Design riscv_lsu_ctrl, sky130hd; sources not shown.
==> run_1/pdn.png <==
The bar under the picture is 50 um long. Pins as bars on the die edge.
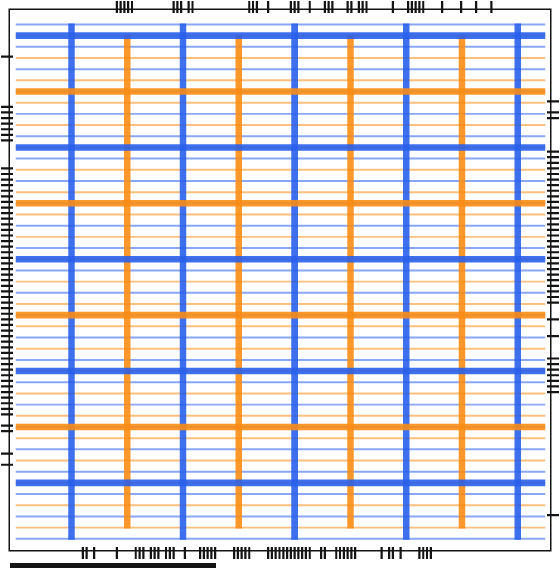
Key: blue = VSS; orange = VDD
47 met1 rails follow the rows. 9 straps on met5.
Die Ht: 131 um
Core Area: 16100 um^2
chip width: 131 um
Max IR drop VDD: 0.134 mV

==> run_1/cell_classes.png <==
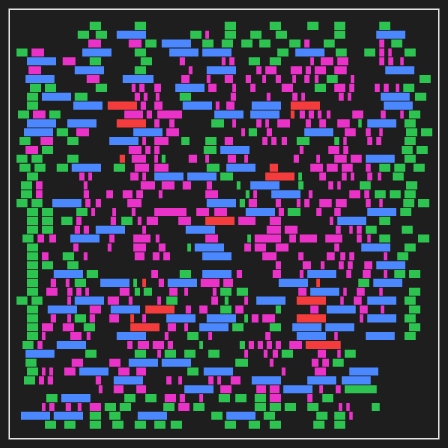
Key: magenta = all other logic [cells 339]; green = other buffers and delay cells [cells 212]; blue = flops [cells 90]; red = clock drivers and dummy loads [cells 16]
fin area: 7090 um^2
post-layout util: 44.0%

==> run_1/clock_map.png <==
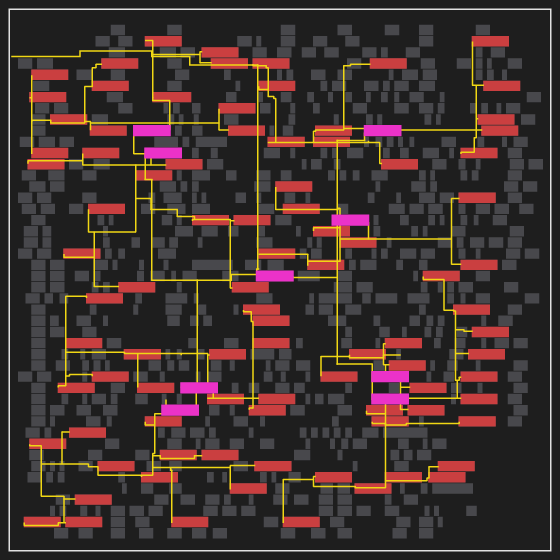
Key: magenta = cells driving clock nets [count 9]; red = flip-flops [count 90]; yellow = clock wires [length 1410 um]
There are 10 routed clock nets. Position of the flops: all over the die.
Clk pwr share: 20.7%
clk latency late pin: 0.34 ns
clk pwr: 0.000483 W

==> run_results.csv, run 1 <==
group,metric,value,unit
final_layout,comb-cell-share,31.3,%
critical_path,path_buffers,2,
final_layout,regArea,2250,um^2
critical_path,reg2reg_depth,8,
final_layout,comb_cells,332,
final_layout,mostFrequentLayoutCells,"clkdlybuf4s50_1 (182), dfrtp_1 (89), nand2_1 (72)",
critical_path,arrival,3.75,ns
job,tool_warnings,30,
sta,hold_viol_final,0,
synthesis,ys_seq_share,48.1,%
place,place_congestion,0.792,
place,place_hpwl,12500,um
final_layout,biggestCellCategory,"flip-flops and latches",
sta,layout_min_cycle_time,3.63,ns
final_layout,nNetsFinal,761,
cts,cts_root_buf,"clkbuf_16",
final_layout,flops,90,
synthesis,ys_ff,90,
sta,slew_headroom,36.0,%
critical_path,crit_path_start_kind,"primary input",
global_routing,grt_max_degree,55,
global_routing,grt_overflow_total,0,
final_layout,drive_gt1_share,11.3,%
sta,fin_tns_setup,0,ns
cts,cts.sinks,90,
cts,hold_buffers,0,
route,drcViolationCount,0,
cts,cts_max_level,3,
floorplanning,rows,46,
route,drt-pass1-iter-count,4,
job,max-cap-violations,0,
run_status,outcome,"completed",
cts,clk_transition_reported_paths,0.07,ns
sta,holdWs,0.331,ns
run 1: cell usage after synthesis, types with 3 or more instances:
master	n
dfrtp_1	89
nand2_1	72
a21oi_1	50
mux2i_1	34
o21ai_1	30
mux2_2	26
o31ai_1	22
nor2_1	20
o21ai_0	17
nor2b_1	10
a22o_1	9
clkbuf_1	9
buf_6	8
buf_2	6
inv_1	6
ha_1	5
nor4_1	5
buf_4	3
run 1: worst min-delay path: cells and delay by family (launching register included):
family | cells | cell delay (ns)
simple gates | 1 | 0.05
compound gates | 1 | 0.05
flops | 1 | 0.34
run 1: where the power goes:
group,internal [W],switching [W],leakage [nW],total [W]
combinational,0.000516,0.000631,1.60,0.00115
clock,0.000275,0.000208,0.134,0.000483
sequential,0.000629,0.0000770,1.22,0.000706
run 1: stage by stage:
stage / worst slack, ns / instance area, um^2 / util, %
floorplan: 3.90 / 4680 / -
global placement: 0.820 / 6790 / 42.1
detailed placement: 3.03 / 6810 / 42.3
CTS: 3.39 / 7090 / 44.0
global route: 3.27 / 7090 / 44.0
finish: 3.42 / 7090 / 44.0
run 1: routing by layer:
layer / share of wire [%] / up-vias
met2: 49 / 131
li1: - / 2029
met4: 0.94 / 0
met1: 45 / 2093
met5: 0 / -
met3: 5.5 / 10
run 1: cells by family (layout without fill, tap and decap cells):
family / count (synthesis) / in the layout / share of synthesized area, %
buf+inv: 35 / 235 / 4.49
simple gates: 123 / 123 / 12.5
compound gates: 139 / 139 / 18.5
fa+ha+maj: 5 / 5 / 1.34
mux: 65 / 65 / 15.1
flops: 90 / 90 / 48.1
==> run_1/metal_stack.png <==
The bar under the picture is 50 um long.
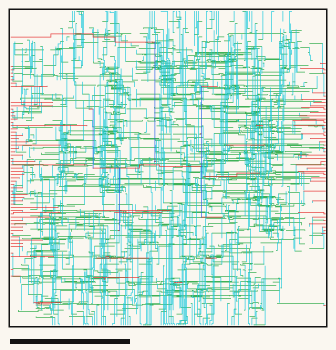

## Run 2: what changed since run 1
Settings changed: CORE_UTILIZATION 28 to 26.
Clock period 7.05 ns to 3.35 ns, I/O delays scaled along.
==> run_2/metal_stack.png <==
The bar under the picture is 50 um long.
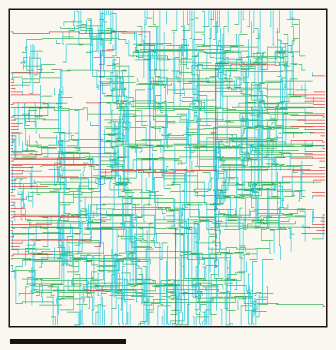
Key: red = met3 [wire length 952 um]; blue = met4 [wire length 272 um]; green = met1 [wire length 7540 um]; cyan = met2 [wire length 7880 um]
Routed WL: 16600 um
via count: 4263
total track usage: 18.9%

==> run 2 against run 1 <==
Against the previous run:
- sequential power up 110%
- design area increased by 1.0%
- synthesized cell count is the same
- via count unchanged
- die area rose by 7.6%
- first-iteration DRC count shrank 18%
- critical path depth did not move
- synthesized area is the same
- setup slack worse by 3.0 ns
- total power up 120%
- non-clock buffer count unchanged
- core utilization decreased by 2.9 points
- critical endpoint is now dm_wdata[16]$_DFFE_PN0P_
==> run_results.csv, run 2 <==
group,metric,value,unit
critical_path,reg2reg_depth,8,
route,top_layer,"met4",
sta,setup_ws,0.421,ns
final_layout,regArea,2250,um^2
synthesis,common_cells,"dfrtp_1 (89), nand2_1 (72), a21oi_1 (50)",
route,drcViolationCount,0,
critical_path,crit_path_start_kind,"primary input",
place,place_hpwl,12900,um
cts,hold_buffers,0,
sta,layout_min_cycle_time,2.93,ns
synthesis,top_cell,"dfrtp_1",
route,wirelength_met1,7540,um
run_status,outcome,"completed",
place,place_congestion,0.811,
place,dp_slack,0.0375,ns
sta,slew_headroom,41.8,%
route,wl_met2,7880,um
global_routing,grt_overflow_total,0,
global_routing,grt_max_degree,57,
route,drt-pass1-iter-count,4,
cts,cts_root_buf,"clkbuf_16",
cts,cts_max_level,3,
synthesis,ys_seq_share,48.1,%
floorplanning,rows,48,
==> run_2/clock_map.png <==
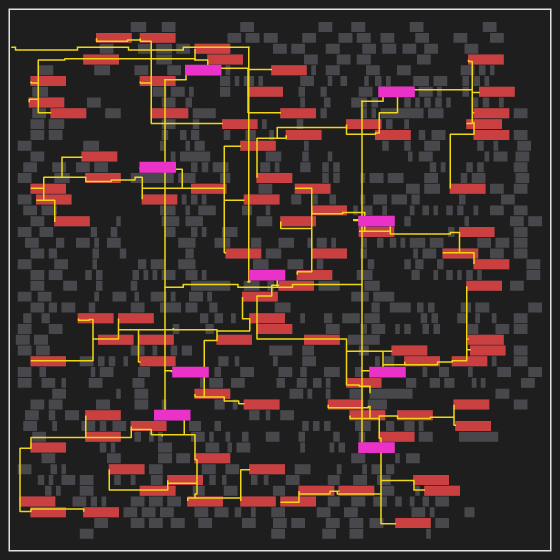
Key: yellow = clock wires [length 1440 um]; magenta = cells driving clock nets [count 9]; red = flip-flops [count 90]
There are 10 routed clock nets.
Clk pwr share: 23.5%
clk latency late pin: 0.35 ns
clk pwr: 0.00120 W

==> run 2: cell counts after synthesis <==
No cell type changed its count.
==> run 2: cells by family after synthesis <==
logic type | after synthesis | synth area share, %
DFF | 90 | 48.1
buffers and inverters | 35 | 4.49
and+or+nand+nor | 123 | 12.5
muxes | 65 | 15.1
adders and majority gates | 5 | 1.34
AOI/OAI and AO/OA | 139 | 18.5
==> run 2: metrics by stage <==
step	TNS [ns]	std cells	util (%)	power, W	instance area [um^2]
4_1_cts	0	882	41.2	0.00518	7170
3_5_place_dp	0	866	39.2	0.00396	6820
3_3_place_gp	-192.58	865	39.0	0.00389	6800
6_report	0	882	41.2	0.00510	7170
5_1_grt	0	882	41.2	0.00546	7170
2_1_floorplan	0	457	-	0.00291	4680
==> run 2: layout make-up <==
type / count / area share [%]
multi-input cells: 332 / 31.0
well taps: 225 / 3.93
clock buffers: 11 / 3.39
clock inverters: 5 / 1.43
flip-flops and latches: 90 / 31.4
plain buffers: 28 / 2.57
repair buffers: 184 / 25.9
inverters: 7 / 0.367
==> run 2: critical path, cell delays in order <==
cell and delay [ns]:
clkdlybuf4s50_1 0.40, nor4_1 0.58, o2111a_1 0.39, nand4_1 0.40, clkbuf_1 0.40, o21ai_1 0.22
==> run 2: metal layers <==
layer	global-route usage, %	vias up
li1	-	2031
met1	24.8	2107
met2	30.3	111
met3	4.36	14
met4	6.85	0
met5	0	-
==> run 2: report_power, final <==
part           switching (W)  leakage [nW]  internal (W)
registers           0.000163          1.22       0.00132
clock network       0.000452         0.166      0.000749
logic                0.00133          1.60       0.00108
Power and IR drop assume default switching activity.
